===== src/rtl/dco_pkg.sv =====
// +----------------------------------------------------------------------------+
// | dco_pkg: shared constants, FSM state type and code-width helper            |
// | Revision: 1.0                                                              |
// +----------------------------------------------------------------------------+
`default_nettype none

package dco_pkg;

  localparam int unsigned c_DEF_ROWS       = 16;
  localparam int unsigned c_DEF_COLS       = 16;
  localparam int unsigned c_DEF_STEP       = 4;
  localparam int unsigned c_DEF_RESET_CODE = 128;

  typedef enum logic [0:0] {
    IDLE = 1'b0,
    SLEW = 1'b1
  } state_e;

  function automatic int unsigned code_width(input int unsigned rows, input int unsigned cols);
    return $clog2(rows * cols);
  endfunction

endpackage

`default_nettype wire


===== src/rtl/dco_bank_ctrl_if.sv =====
// +----------------------------------------------------------------------------+
// | dco_bank_ctrl_if: target handshake plus decoded bank-control outputs       |
// | Revision: 1.0                                                              |
// +----------------------------------------------------------------------------+
`default_nettype none

interface dco_bank_ctrl_if
  import dco_pkg::*;
#(
  parameter int unsigned ROWS = c_DEF_ROWS,
  parameter int unsigned COLS = c_DEF_COLS
);

  localparam int unsigned N = code_width(ROWS, COLS);

  logic [N-1:0]    tune_word;
  logic            tune_valid;
  logic            tune_ready;
  logic [N-1:0]    code;
  logic [ROWS-1:0] row_all;
  logic [ROWS-1:0] row;
  logic [COLS-1:0] col;
  logic            busy;
  logic            settled;

  modport master (
    output tune_word, tune_valid,
    input  tune_ready, code, row_all, row, col, busy, settled
  );

  modport slave (
    input  tune_word, tune_valid,
    output tune_ready, code, row_all, row, col, busy, settled
  );

endinterface

`default_nettype wire


===== src/rtl/dco_bank_dec.sv =====
// +----------------------------------------------------------------------------+
// | dco_bank_dec: code -> row_all / one-hot row / column thermometer           |
// | Revision: 1.0                                                              |
// +----------------------------------------------------------------------------+
`default_nettype none

module dco_bank_dec
  import dco_pkg::*;
#(
  parameter  int unsigned ROWS = c_DEF_ROWS,
  parameter  int unsigned COLS = c_DEF_COLS,
  localparam int unsigned N    = code_width(ROWS, COLS)
) (
  input  wire logic [N-1:0]    code_i,
  output logic      [ROWS-1:0] row_all_o,
  output logic      [ROWS-1:0] row_o,
  output logic      [COLS-1:0] col_o
);

  localparam int unsigned CW = $clog2(COLS);
  localparam int unsigned RW = N - CW;

  // Power-of-2 geometry lets full/part be plain bit fields of the code.
  logic [RW-1:0] w_full;
  logic [CW-1:0] w_part;

  assign w_full = code_i[N-1:CW];
  assign w_part = code_i[CW-1:0];

  for (genvar i = 0; i < ROWS; i++) begin : g_row
    localparam logic [RW-1:0] c_IDX = RW'(i);
    assign row_all_o[i] = (c_IDX < w_full);
    assign row_o[i]     = (c_IDX == w_full);
  end

  for (genvar j = 0; j < COLS; j++) begin : g_col
    localparam logic [CW-1:0] c_JDX = CW'(j);
    assign col_o[j] = (c_JDX < w_part);
  end

endmodule

`default_nettype wire


===== src/rtl/dco_bank_ctrl.sv =====
// +----------------------------------------------------------------------------+
// | dco_bank_ctrl: slew-limited DCO bank tuning with registered decode outputs |
// | Revision: 1.0                                                              |
// +----------------------------------------------------------------------------+
`default_nettype none

module dco_bank_ctrl
  import dco_pkg::*;
#(
  parameter  int unsigned ROWS       = c_DEF_ROWS,
  parameter  int unsigned COLS       = c_DEF_COLS,
  parameter  int unsigned STEP       = c_DEF_STEP,
  parameter  int unsigned RESET_CODE = c_DEF_RESET_CODE,
  localparam int unsigned N          = code_width(ROWS, COLS)
) (
  input wire logic        clk,
  input wire logic        rst,
  dco_bank_ctrl_if.slave  tune_io
);

  localparam logic [N-1:0] c_RESET  = N'(RESET_CODE);
  localparam logic [N:0]   c_STEP_W = (N+1)'(STEP);
  localparam logic [N-1:0] c_STEP_N = N'(STEP);

  state_e          state_q;
  logic [N-1:0]    code_q;
  logic [N-1:0]    target_q;
  logic            ready_q;
  logic            busy_q;
  logic            settled_q;
  logic [ROWS-1:0] row_all_q;
  logic [ROWS-1:0] row_q;
  logic [COLS-1:0] col_q;

  logic signed [N:0] w_diff;
  logic [N:0]        w_mag;
  logic [N-1:0]      w_step;
  logic [N-1:0]      code_d;
  logic [ROWS-1:0]   w_row_all;
  logic [ROWS-1:0]   w_row;
  logic [COLS-1:0]   w_col;

  // Step is clamped to the remaining distance, so the code can neither overshoot nor wrap.
  always_comb begin
    w_diff = $signed({1'b0, target_q}) - $signed({1'b0, code_q});
    w_mag  = w_diff[N] ? $unsigned(-w_diff) : $unsigned(w_diff);
    w_step = (w_mag > c_STEP_W) ? c_STEP_N : w_mag[N-1:0];
    code_d = code_q;
    if (rst) begin
      code_d = c_RESET;
    end else if (state_q == SLEW) begin
      code_d = w_diff[N] ? (code_q - w_step) : (code_q + w_step);
    end
  end

  dco_bank_dec #(
    .ROWS (ROWS),
    .COLS (COLS)
  ) u_dec (
    .code_i    (code_d),
    .row_all_o (w_row_all),
    .row_o     (w_row),
    .col_o     (w_col)
  );

  always_ff @(posedge clk) begin
    // Decoded vectors load from the next-code value so they never lag code.
    row_all_q <= w_row_all;
    row_q     <= w_row;
    col_q     <= w_col;
    code_q    <= code_d;
    if (rst) begin
      state_q   <= IDLE;
      target_q  <= c_RESET;
      ready_q   <= 1'b1;
      busy_q    <= 1'b0;
      settled_q <= 1'b0;
    end else begin
      settled_q <= 1'b0;
      unique case (state_q)
        IDLE: begin
          if (tune_io.tune_valid) begin
            target_q <= tune_io.tune_word;
            if (tune_io.tune_word == code_q) begin
              settled_q <= 1'b1;
            end else begin
              state_q <= SLEW;
              ready_q <= 1'b0;
              busy_q  <= 1'b1;
            end
          end
        end
        SLEW: begin
          if (code_d == target_q) begin
            state_q   <= IDLE;
            settled_q <= 1'b1;
            ready_q   <= 1'b1;
            busy_q    <= 1'b0;
          end
        end
        default: state_q <= IDLE;
      endcase
    end
  end

  assign tune_io.tune_ready = ready_q;
  assign tune_io.code       = code_q;
  assign tune_io.row_all    = row_all_q;
  assign tune_io.row        = row_q;
  assign tune_io.col        = col_q;
  assign tune_io.busy       = busy_q;
  assign tune_io.settled    = settled_q;

endmodule

`default_nettype wire


===== src/flat_wrapper.sv =====
// flat-port wrapper written by rule: the top's interface ports become plain ports
module dco_bank_ctrl_flat import dco_pkg::*;
#(
  parameter  int unsigned ROWS       = c_DEF_ROWS,
  parameter  int unsigned COLS       = c_DEF_COLS,
  parameter  int unsigned STEP       = c_DEF_STEP,
  parameter  int unsigned RESET_CODE = c_DEF_RESET_CODE,
  localparam int unsigned N          = code_width(ROWS, COLS)
)
  (clk, rst, tune_io_tune_word, tune_io_tune_valid, tune_io_tune_ready, tune_io_code, tune_io_row_all, tune_io_row, tune_io_col, tune_io_busy, tune_io_settled);
  dco_bank_ctrl_if #(.ROWS(ROWS), .COLS(COLS)) tune_io_i ();
  input wire logic clk;
  input wire logic rst;
  input wire logic [$bits(tune_io_i.tune_word)-1:0] tune_io_tune_word;
  input wire logic [$bits(tune_io_i.tune_valid)-1:0] tune_io_tune_valid;
  output wire logic [$bits(tune_io_i.tune_ready)-1:0] tune_io_tune_ready;
  output wire logic [$bits(tune_io_i.code)-1:0] tune_io_code;
  output wire logic [$bits(tune_io_i.row_all)-1:0] tune_io_row_all;
  output wire logic [$bits(tune_io_i.row)-1:0] tune_io_row;
  output wire logic [$bits(tune_io_i.col)-1:0] tune_io_col;
  output wire logic [$bits(tune_io_i.busy)-1:0] tune_io_busy;
  output wire logic [$bits(tune_io_i.settled)-1:0] tune_io_settled;
  assign tune_io_i.tune_word = tune_io_tune_word;
  assign tune_io_i.tune_valid = tune_io_tune_valid;
  assign tune_io_tune_ready = tune_io_i.tune_ready;
  assign tune_io_code = tune_io_i.code;
  assign tune_io_row_all = tune_io_i.row_all;
  assign tune_io_row = tune_io_i.row;
  assign tune_io_col = tune_io_i.col;
  assign tune_io_busy = tune_io_i.busy;
  assign tune_io_settled = tune_io_i.settled;
  dco_bank_ctrl #(.ROWS(ROWS), .COLS(COLS), .STEP(STEP), .RESET_CODE(RESET_CODE)) u_core (.clk(clk), .rst(rst), .tune_io(tune_io_i));
endmodule

===== config.mk =====
export PLATFORM = sky130hd
export DESIGN_NAME = dco_bank_ctrl_flat
export DESIGN_NICKNAME = d
export VERILOG_FILES = /design/src/rtl/dco_pkg.sv /design/src/rtl/dco_bank_ctrl_if.sv /design/src/rtl/dco_bank_dec.sv /design/src/rtl/dco_bank_ctrl.sv /design/src/flat_wrapper.sv
export SDC_FILE = /design/constraint.sdc
export NUM_CORES = 1
export LEC_CHECK = 0
export CAP_MARGIN = 20
export CELL_PAD_IN_SITES_DETAIL_PLACEMENT = 1
export CELL_PAD_IN_SITES_GLOBAL_PLACEMENT = 1
export CORE_ASPECT_RATIO = 0.75
export CORE_UTILIZATION = 40
export CTS_CLUSTER_DIAMETER = 100
export DETAILED_ROUTE_END_ITERATION = 12
export PLACE_DENSITY = 0.93
export SYNTH_ARGS = -nofsm -noshare
export SYNTH_HDL_FRONTEND = slang
export SYNTH_SLANG_ARGS = --single-unit

===== constraint.sdc =====
create_clock -name clk -period 14.2 [get_ports clk]
set_clock_uncertainty 0.05 [all_clocks]
set_input_delay 2.84 -clock clk [delete_from_list [all_inputs] [get_ports clk]]
set_output_delay 2.84 -clock clk [all_outputs]
set_load 0.02 [all_outputs]

run_1/gates.png
The bar under the picture is 20 µm long.
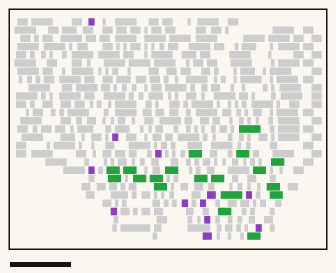
- fa/ha/maj cells: green (cells 19)
- and/or cells: purple (cells 12)
logic gate fraction of the total cell area: 41.6%
Top cell excl fill/tap: clkdlybuf4s50_1

run_1/layers.png
The bar under the picture is 20 µm long.
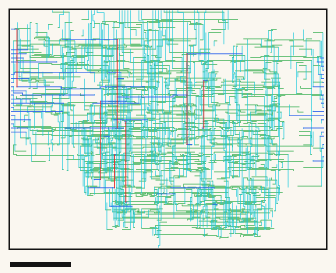
- M2: cyan (wire length 4410 µm)
- M1: green (wire length 4260 µm)
- M3: blue (wire length 408 µm)
- M4: red (wire length 157 µm)
gr usage total: 23.5%
final wirelength: 9240 µm

==> Slide: Implementation Results, run 1 <==
Key Metrics from the Run

Global route
  – Gr ovfl total: 0
  – Number of global-route vias before repair: 3007
  – Largest net degree at the start of global routing: 25
  – Initial antenna violation count: 0

STA
  – Cycle use final: 47.0%
  – Tmin final: between 6 and 7 ns
  – Final hold slack: around 0.43 ns
  – Final tally of max-slew violations: 0
  – Relative slew margins: 48.6%
  – FMAX: 150 MHz

Clocking
  – Clock root buffer master: clkbuf_8
  – Post-CTS setup buffers: 0
  – Max clock buf depth: 2
  – Worst-path clk slew: 0.07 ns
  – Cts hold-fix bufs: 0

Worst setup path
  – Max stage delay on crit path: 0.54 ns
  – CP delay by family, top: AND-OR/OR-AND gates
  – CP max FO: 7
  – Worst-path cell chain: inv_1 > ha_1 > a21o_1 > a2111oi_0 > a21oi_1 > xnor2_2 > a2111oi_0 > a2bb2oi_1 > nor3_1 > nand2b_1 > ha_1 > a22o_1 > fa_1 > nand2b_1 > a21boi_0 > nor3_1 > nand3b_1 > a21oi_1 > xnor2_1 > o211ai_1 > nor4_1 > nand3_1 > o211a_1
  – Critical R2R Capture: u_core.tune_io.busy$_SDFFE_PP0P_
  – Crit Reg-Reg Startpoint: u_core.tune_io.code[3]$_DFF_P_
  – Critical Path RT: 14.38 ns

Yosys
  – Top-count cell post-synth: dfxtp_1
  – Area share, top type: between 40% and 50%
  – Ys cells: 359
  – Post-Syn Instances: 359
  – #FFs+latches synth: 64
  – Mapped Area: 0.00314 mm²
  – Ys Warns: 0

Final layout
  – Ant diodes: 0
  – Share of layout cells above drive strength 1: roughly 8.6%
  – Most numerous logic cells after layout: clkdlybuf4s50_1, dfxtp_1, nand2_1

Place
  – HPWL after DPL: around 6800 µm
  – Final GP Congestion: 0.826
  – IO Port Bufs: around 67

Hold path
  – Hold wc startpoint: u_core.target_q[0]$_SDFFE_PP0P_

Outcome
  – Run status: finished clean

Pwr
  – Leakage Power: 1.64 nW

Routing
  – Avg WL per Cell: 17.3 µm
  – Via count: 2843
  – Final ANT Viol Nets: 0

Die
  – # IOs: 70
  – Number of core rows: 27
  – Core Box Area: 0.00747 mm²
  – Init Core Util: a little over two fifths
  – Die Y-Extent: 78.7 µm

Run
  – Tool Warnings: 26
run_1/closeup.png
The bar under the picture is 5 µm long. Region (42, 45) to (62, 65) µm. Cells in grey, sequential cells in the stronger grey; small squares are vias.
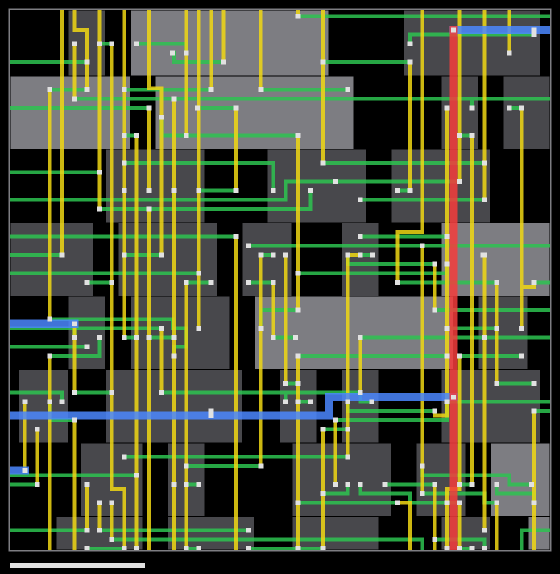
- M4: red
- M3: blue
- M1: green
- M2: yellow
- netlist names of flops here include: u_core.tune_io.row (2)
- sequential cells in the window: 5
- cells with their middle in the window: 27
- most frequent: nand2_1 (5), dfxtp_1 (5), clkdlybuf4s50_1 (4)

-- run 1: worst min-delay path, stage by stage, from the launching register on --
cell and delay [ns]:
dfxtp_1 0.32, nand2_1 0.05, a21oi_1 0.06
-- run 1: sequential cells by signal, indices dropped and copies added (netlist names) --
| signal | count |
|---|---|
| u_core.tune_io.col | 14 |
| u_core.tune_io.row_all | 15 |
| u_core.tune_io.code | 7 |
| u_core.target_q | 8 |
| u_core.state_q | 1 |
| u_core.tune_io.settled | 1 |
| u_core.tune_io.busy | 1 |
| u_core.tune_io.row | 16 |
| u_core.tune_io.tune_ready | 1 |
-- run 1: final cells by class --
type	count	area (µm²)	area share, %
Tap cell	101	126	3.13
Multi-Input combinational cell	256	1680	41.6
Inverter	28	110	2.73
Timing Repair Buffer	68	678	16.8
Sequential cell	64	1280	31.7
Clock inverter	6	36.3	0.898
Clock buffer	10	128	3.16
-- run 1: report_power, final --
part | leakage [nW] | total (mW) | switching [mW] | internal, mW
clock | 0.0858 | 0.132 | 0.0697 | 0.0623
sequential | 0.524 | 0.250 | 0.0281 | 0.222
combinational | 1.03 | 0.546 | 0.327 | 0.219
total | 1.64 | 0.928 | 0.425 | 0.503
-- run 1: metal layers --
layer / vias up / wire length, µm / global-route usage (%)
met1: 1382 / 4260 / 29.1
met2: 76 / 4410 / 39.3
met4: 0 / 157 / 9.00
met3: 17 / 408 / 6.24
li1: 1368 / - / -
met5: - / 0 / 0
-- run 1: per-stage QoR --
stage	setup slack, ns	power [mW]	utilization [%]	instance area [µm²]	instances
final	7.53	0.928	54.1	4040	533
after global routing	7.20	0.990	54.1	4040	533
after CTS	7.66	0.929	54.1	4040	533
after detailed placement	7.78	0.789	51.9	3880	517
after global placement	8.03	0.766	51.9	3880	517
after floorplan	8.68	0.621	-	3140	360
-- run 1: kinds of logic after synthesis --
group | count (synthesis) | synth area share, %
other | 1 | 0.119
and+or+nand+nor | 135 | 22.0
xor gates and xnor gates | 20 | 5.82
buffers and inverters | 40 | 5.78
DFF | 64 | 40.8
adders and majority gates | 19 | 8.05
AOI/OAI and AO/OA | 79 | 16.9
muxes | 1 | 0.478
-- run 1: how the worst max path moves through the flow --
stage | from | to | slack (ns) | depth (start not counted)
3_5_place_dp | u_core.tune_io.code[3]$_DFF_P_ | u_core.tune_io.busy$_SDFFE_PP0P_ | 7.78 | 23
4_1_cts | u_core.tune_io.code[3]$_DFF_P_ | u_core.tune_io.busy$_SDFFE_PP0P_ | 7.66 | 23
6_report | u_core.tune_io.code[3]$_DFF_P_ | u_core.tune_io.busy$_SDFFE_PP0P_ | 7.53 | 23
2_1_floorplan | u_core.tune_io.code[3]$_DFF_P_ | u_core.tune_io.row_all[2]$_DFF_P_ | 8.68 | 22
5_1_grt | u_core.tune_io.code[3]$_DFF_P_ | u_core.tune_io.busy$_SDFFE_PP0P_ | 7.20 | 23
3_3_place_gp | u_core.tune_io.code[3]$_DFF_P_ | u_core.tune_io.busy$_SDFFE_PP0P_ | 8.03 | 23
==> run 2, diff against run 1 <==
Settings changed: CORE_UTILIZATION 40 to 37, PLACE_DENSITY 0.93 to 0.88.
Clock period 14.2 ns to 6.2 ns, I/O delays scaled along.
run_2/closeup.png
The bar under the picture is 5 µm long. Region (44, 47) to (64, 67) µm. Cells in grey, sequential cells in the stronger grey; small squares are vias.
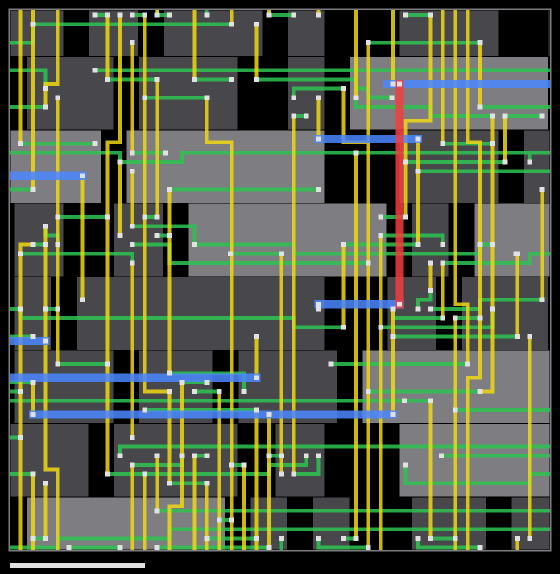
- M1: green
- M3: blue
- M2: yellow
- M4: red
- most frequent: dfxtp_1 (6), nand2_1 (5), clkdlybuf4s50_1 (5)
- cells with their middle in the window: 32
- sequential cells in the window: 6
- netlist names of flops here include: u_core.tune_io.code (2)

run_2/layers.png
The bar under the picture is 20 µm long.
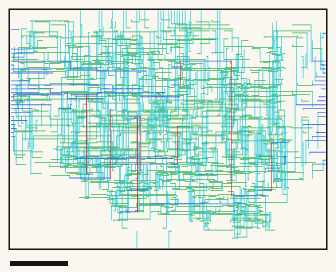
- M4: red (wire length 184 µm)
- M1: green (wire length 4420 µm)
- M3: blue (wire length 578 µm)
- M2: cyan (wire length 4900 µm)

run_2/ff_map.png
The bar under the picture is 20 µm long.
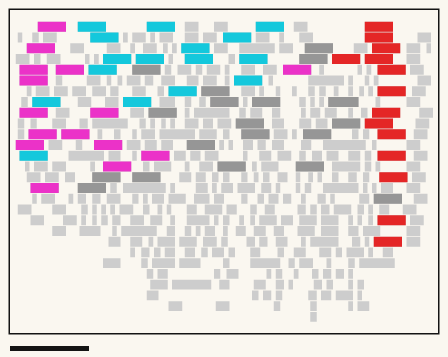
- u_core.tune_io.row: cyan (sequential cells 16)
- u_core.tune_io.col: red (sequential cells 14)
- u_core.tune_io.row_all: magenta (sequential cells 15)
- not coloured: 19

==> Slide: Implementation Results, run 2 <==
Key Metrics from the Run

Outcome
  – Run status: finished clean

Pwr
  – Int Pwr: 1.40 mW
  – Clk pwr share: 21.9%
  – Leakage Power: 1.75 nW
  – Combinational share of power: between 50% and 60%
  – Share of power burned in registers: 23.4%
  – Power Total: 2.45 mW
  – Switch Pwr: 1.04 mW

Place
  – DP Cell Count: 526

Yosys
  – Mapped Area: 0.00314 mm²
  – Area share, top type: approximately two fifths
  – Top-count cell post-synth: dfxtp_1
  – Ys Warns: 0
  – #FFs+latches synth: ~64

Routing
  – Via count: 2893
  – Met1 Wirelength: between 4000 and 5000 µm
  – Met2 WL post-DR: ~5000 µm
  – Highest metal used: met4

Clocking
  – Max clock buf depth: 2
  – Cts hold-fix bufs: 0

Die
  – Number of core rows: 28
  – Die Y-Extent: 81.8 µm
  – Core Box Area: a little over 0.008 mm²

Final layout
  – Most numerous logic cells after layout: clkdlybuf4s50_1, dfxtp_1, nand2_1
  – Number of flip-flops in the largest register: 16
  – Top cell excl fill/tap: clkdlybuf4s50_1
  – Share of layout cells above drive strength 1: 12.3%
  – Fin area: 0.00429 mm²
  – Ant diodes: 0

Global route
  – Largest net degree at the start of global routing: 25
  – Gr usage total: between 20% and 30%
  – Initial antenna violation count: 0
  – Number of global-route vias before repair: 3055

STA
  – Relative slew margins: 50.6%
  – Cycle use final: a little over nine tenths
  – Final WS setup: 0.271 ns
  – Final tally of max-slew violations: 0
  – Tmin final: 5.93 ns
  – Final hold slack: 0.420 ns

Worst setup path
  – Critical Path RT: 6.37 ns
  – Max stage delay on crit path: 0.43 ns
run 2: cell families (layout without fill, tap and decap cells):
kind of cell	Yosys count	in the layout	synth area share [%]
compound gates	79	79	16.9
xor+xnor	20	20	5.82
buf+inv	40	118	5.78
simple gates	135	135	22.0
flops	64	64	40.8
fa+ha+maj	19	19	8.05
other cells	1	2	0.119
mux	1	1	0.478
run 2: area by class of cell:
type                    instances  area (µm²)  area share, %
repair buffers                 75         734           17.1
clock buffers                   9         225           5.24
well taps                     105         131           3.06
flip-flops and latches         64        1280           29.9
inverters                      28         110           2.56
multi-input cells             256        1730           40.2
clock inverters                 6        85.1           1.98
run 2: worst register-to-register path, cell delays in order, from the launching register on:
cell and delay, ns:
dfxtp_1 0.31, inv_1 0.10, ha_1 0.21, inv_1 0.07, fa_1 0.42, a211o_1 0.30, a21o_1 0.21, a22oi_4 0.22
and2_4 0.21, nand3b_1 0.08, o21ai_0 0.10, a2bb2oi_1 0.13, nor3_2 0.28, nand2b_1 0.14, ha_1 0.31, a22o_1 0.26
fa_1 0.43, nand2b_1 0.18, a21boi_1 0.20, o21ai_0 0.15, a21boi_1 0.20, o21ai_0 0.14, a32oi_1 0.35, xnor2_1 0.14
nor4_2 0.23, nand3_1 0.20, o211a_1 0.20
run 2: worst paths after layout:
| check | depth (start not counted) | start | endpoint | slack (ns) |
|---|---|---|---|---|
| setup / recovery | 26 | u_core.target_q[0]$_SDFFE_PP0P_ | u_core.tune_io.busy$_SDFFE_PP0P_ | 0.27 |
| hold / removal | 2 | u_core.target_q[0]$_SDFFE_PP0P_ | u_core.target_q[0]$_SDFFE_PP0P_ | 0.42 |
| setup reg to reg | 26 | u_core.target_q[0]$_SDFFE_PP0P_ | u_core.tune_io.busy$_SDFFE_PP0P_ | 0.27 |
| hold reg to reg | 2 | u_core.target_q[0]$_SDFFE_PP0P_ | u_core.target_q[0]$_SDFFE_PP0P_ | 0.42 |
run 2: power groups by stage:
| stage | logic (mW) | registers, mW | clock network (mW) |
|---|---|---|---|
| floorplan | 0.751 | 0.672 | 0 |
| global placement | 1.20 | 0.571 | 0 |
| detailed placement | 1.25 | 0.579 | 0 |
| CTS | 1.29 | 0.572 | 0.536 |
| global route | 1.46 | 0.579 | 0.557 |
| finish | 1.34 | 0.571 | 0.535 |
run 2: per-layer routing:
| metal | vias to the layer above | track usage (%) |
|---|---|---|
| met5 | - | 0 |
| met4 | 0 | 7.03 |
| met3 | 17 | 6.90 |
| met2 | 89 | 41.4 |
| met1 | 1406 | 28.3 |
| li1 | 1381 | - |
run 2: repair_timing:
action | CTS | global route
pin swaps | 0 | 4
setup buffers | 0 | 2
setup endpoints to repair | 13 | 36
resized | 4 | 14
Power figures rest on the tool's default switching activity, not on a simulated workload.
